Run 1, PDN straps and rails:
Bar = 50 um. Pins as bars on the die edge.
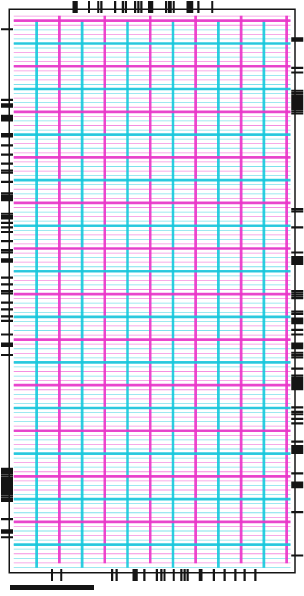
Run 1, placed cells, one colour a class:
Bar = 50 um.
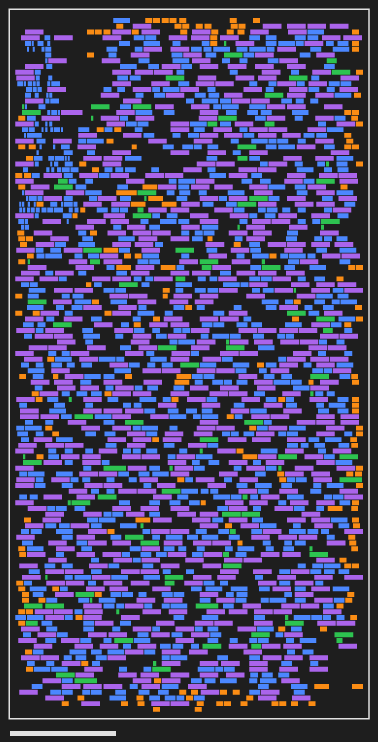
Run 1, routed clock nets over the placement:
Bar = 50 um.
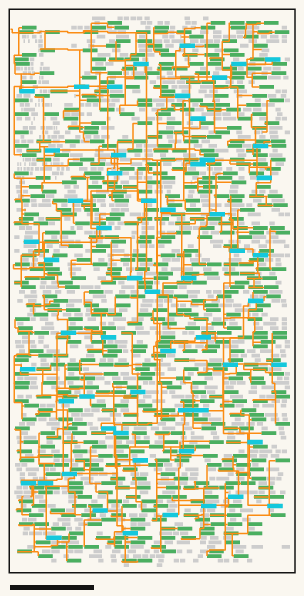
==> config.mk <==
export PLATFORM = sky130hd
export DESIGN_NAME = rnd_buffer
export DESIGN_NICKNAME = d
export VERILOG_FILES = /design/src/rtl/rnd_buffer_pkg.sv /design/src/rtl/rnd_buffer_fifo.sv /design/src/rtl/rnd_buffer.sv
export SDC_FILE = /design/constraint.sdc
export NUM_CORES = 1
export LEC_CHECK = 0
export CAP_MARGIN = 20
export CORE_ASPECT_RATIO = 2
export CORE_MARGIN = 2
export CORE_UTILIZATION = 52
export DETAILED_ROUTE_END_ITERATION = 10
export HOLD_SLACK_MARGIN = 0.08
export PLACE_DENSITY_LB_ADDON = 0.05
export SLEW_MARGIN = 20
export SYNTH_ARGS = -nofsm -noshare
export SYNTH_HDL_FRONTEND = slang
export SYNTH_SLANG_ARGS = --single-unit
==> constraint.sdc <==
create_clock -name clk -period 6.9 [get_ports clk]
set_input_delay 1.38 -clock clk [delete_from_list [all_inputs] [get_ports clk]]
set_output_delay 1.38 -clock clk [all_outputs]
set_load 0.05 [all_outputs]
==> results.txt, run 1 <==
flow finished, numbers: status completed, setup bufs post-CTS 0, ANT nets after route 0, IO Pins 172, P_sw 2060 uW, FP Core Util 52.6%, XOR/XNOR Area Share 0.398%, count of cell types in the netlist 38, Critical Path End Type output port, # setup viols final 0, GRT overflow 0, Tool Warnings 38, startpoint types flip-flop, DIE WIDTH 170 um, FF/Latch Area between 15000 and 20000 sq um, combinational power 783 uW, Adder Area Share 0.552%, Synth area leader dfrtp_1, post-CTS sizing 0, Reg power frac 50.3%, met3 wire len just under 3000 um, post-synthesis sequential area ratio between 50% and 60%, MUX area fraction 38.5%, critical path buffer and inverter count 2, EDFF count, synth 0, GP Congestion 0.719, Hold Path Depth 1, Hold/Removal Path Class reg2reg, Finished Layout Cells 2445, Iter 0 DRT Violations 665, Top pwr grp registers, hold_buf cts 0, Signal inverters 9, CP top delay family buffers and inverters, CTS tree built, clk buf depth 3, syn_nets 1619, yosys stat area ~29000 sq um, f_max between 0.2 and 0.25 GHz, Clk network pwr share 40.0%, global routing usage on met1 30.0%, non-clock buffer count 195, CTS Buf Count 57, Post-synth ARST share 100%, Gate Area between 10000 and 15000 sq um, routed length on met1 26400 um, Pwr Density 249 nW/um^2, DP Cell Count 2341, sw frac 25.6%, CP cell instances buf_4, mux4_2, clkdlybuf4s50_1, pin count of the biggest net entering global routing 177, Post-route DRC 0, maximum fanout along the worst path 45, Layout clock area frac a little under 6%, Final min period 4.88 ns, Max-Cap Viols 0, combinational share of power 9.7%, Top Metal Used met5, mean area per synthesized cell 18.2 sq um, layout cell share with drive strength beyond 1 49.0%, seq_cells 632, delay of the slowest cell on the worst path 0.98 ns, most common cell in the netlist dfrtp_1, Gate Count Post-Synth 1569, clk root buf clkbuf_16, Synth Warn # 0, global-route wire length before repair 101000 um, Max-area cell share 55.4%, main area contributors dfrtp_1, mux2_4, mux2_2, mux4_2, buf_12, max reg flops approximately 510, yosys simple share 1.10%, Final #Nets 1775, critical path arrival approximately 3.5 ns, commonest cells in the netlist dfrtp_1, mux2_4, mux2_2, final setup TNS 0 ns, area overhead of the layout relative to synthesis 13.2%, unrepaired setup endpoints after global routing no, relative slew slack between 30% and 40%, GR Util met3 4.53%, mi-comb count ~830, CP max-delay cell dfrtp_4, GR Layer Usage met2 40.4%, CTS clk-pin slew, worst paths about 0.07 ns, Fin. Hold Viols 0, Layout fillers 4150, vias ~14000, Syn Std Cell Area 28600 sq um, Leak Pwr 0.0150 uW, chip area approximately 57000 sq um, ys flops 632
Notes on 'PDN straps and rails' above:
cyan -> VSS
magenta -> VDD
rows = 121
met4 straps = 12
VDD IR max: 0.279 mV
die height: 336 um

Notes on 'placed cells, one colour a class' above:
purple -> flops  # cells 632, share of their area 50%
blue -> all other logic  # cells 839, share of their area 37%
green -> clock drivers and dummy loads  # cells 103, share of their area 5.9%
orange -> other buffers and delay cells  # cells 195, share of their area 6.6%
Core Util, Final: 59.5%
post-route cell area: 32300 sq um
flop share of the area: 48.9%
Core ar.: 54400 sq um
Site Rows: 121

Notes on 'routed clock nets over the placement' above:
green -> flip-flops  # count 632
orange -> clock wires  # length 7870 um
cyan -> cells driving clock nets  # count 57
flops lie = spread over the die
Worst-Skew Late Latency: 0.61 ns
Worst Skew: 0.0144 ns
clock-net power: 3220 uW

run 1: cells in the final DEF (no fill, tap or decap), types with 4 or more instances in the layout:
cell,instances
and3_4,4
buf_12,13
buf_4,10
bufinv_16,4
clkbuf_1,10
clkbuf_16,57
clkbuf_8,11
clkdlybuf4s50_1,170
clkinv_2,15
dfrtp_1,630
ha_1,11
inv_1,9
mux2_2,275
mux2_4,333
mux4_2,128
nand2_1,7
nand3_1,4
nor2_1,12
o21ai_0,6
xnor2_1,9
xor2_1,4
run 1: stage by stage:
stage	total power [uW]	util, %	worst slack [ns]	cell area, sq um
2_1_floorplan	4580	-	3.85	28600
3_3_place_gp	4900	56.0	2.41	30400
3_5_place_dp	4920	56.0	2.30	30400
4_1_cts	8160	59.4	1.83	32300
5_1_grt	8390	59.5	1.92	32300
6_report	8050	59.5	2.02	32300
--- run 2 (diff from run 1) ---
==> constraint.sdc (replaced) <==
create_clock -name clk -period 4.5 [get_ports clk]
set_input_delay 0.9 -clock clk [delete_from_list [all_inputs] [get_ports clk]]
set_output_delay 0.9 -clock clk [all_outputs]
set_load 0.05 [all_outputs]
==> run 2 against run 1 <==
Power up 58%. Cell count up 0.78%. Worst setup slack worse by 1.5 ns. Sequential share of layout area down 0.64 points. Clock skew up 0.0022 ns. Clock power up 65%. Utilization up 0.79 points. Count of clock-buffer cells in the layout up 1. Via count up 0.64%. Final area up 1.3%. Highest routed layer is now met4.
==> results.txt, run 2 <==
flow finished, numbers: status completed, GRT overflow 0 (unchanged), pre-CTS WS 1.03 ns (-1.27 ns), seq_cells 632 (unchanged), CP top delay family buffers and inverters, FP Core Util 52.6% (unchanged), Leak Pwr 0.0152 uW (+1.3%), GP Congestion 0.733 (+1.9%), Critical Path End Type output port, Tool Warnings 38 (unchanged), post-synthesis sequential area ratio 55.4% (unchanged), XOR/XNOR Area Share 0.398% (unchanged), max reg flops 512 (unchanged), area overhead of the layout relative to synthesis 14.7%, CTS Buf Count 55 (-3.5%), # setup viols final 0 (unchanged), mean area per synthesized cell 18.2 sq um (unchanged), Post-synth ARST share 100% (unchanged), CP max-delay cell clkdlybuf4s50_1, post-CTS sizing 0 (unchanged), FF/Latch Area 15800 sq um (unchanged), CTS clk-pin slew, worst paths 0.07 ns (about the same), CTS tree built, IO Pins 172 (unchanged), CP cell instances buf_12, mux4_2, clkdlybuf4s50_1, Final min period 3.97 ns, Finished Layout Cells 2464 (+0.78%), Top cells excl fill/tap dfrtp_1, mux2_4, mux2_2, Signal inverters 9 (unchanged), ys flops 632 (unchanged), Post-DP Area 30700 sq um (+0.94%), Hold/Removal Path Class in2async, ANT nets after route 0 (unchanged), Synth area leader dfrtp_1, critical path arrival 3.07 ns (-0.43 ns)
[run 2: cell count changes in the layout (fill, tap and decap cells not counted), sizes merged]
cell           before  now
buf                25   46
clkinv             17    8
bufinv              4   10
clkdlybuf4s50     170  167
clkinvlp            1    4
clkbuf             78   79
diode               0    1
inv                12   11
[run 2: worst register-to-register path, delay by kind of cell (launching register included)]
kind          cells  cell delay (ns)
simple gates      3             1.21
buf+inv           1             0.46
flops             1             0.42
mux               1             0.35
fa+ha+maj         1             0.28
[run 2: per-layer routing]
layer	vias to the layer above	GRT usage (%)	wire length, um
li1	6108	-	-
met1	7898	30.0	26600
met2	264	41.0	33300
met3	74	4.33	2900
met4	0	7.00	1820
met5	-	0	0
[run 2: power breakdown]
part           internal [uW]  switching [uW]
registers               5890             343
logic                    565             652
clock network           3110            2190
Run 2, PDN straps and rails:
Bar = 50 um. Pins as bars on the die edge.
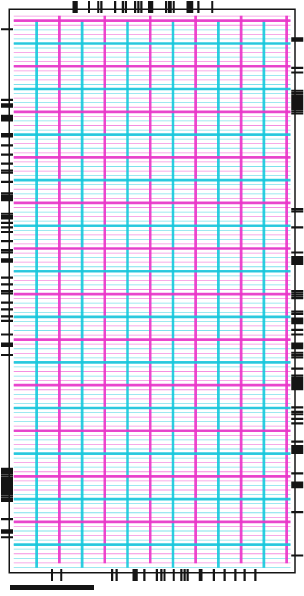
cyan -> VSS
magenta -> VDD
met5 straps = 24
signal pins = 172
met1 rails = 122
met4 straps = 12
rows = 121
DIE WIDTH: 170 um
VDD IR max: 0.364 mV

Run 2, routing congestion:
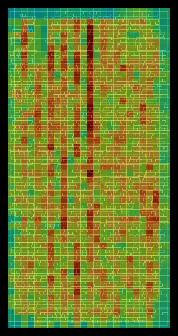
Routed WL per cell: 26.2 um
GR Layer Usage met2: 41.0%

No activity file was given, so power comes from the tool's default toggle rates.
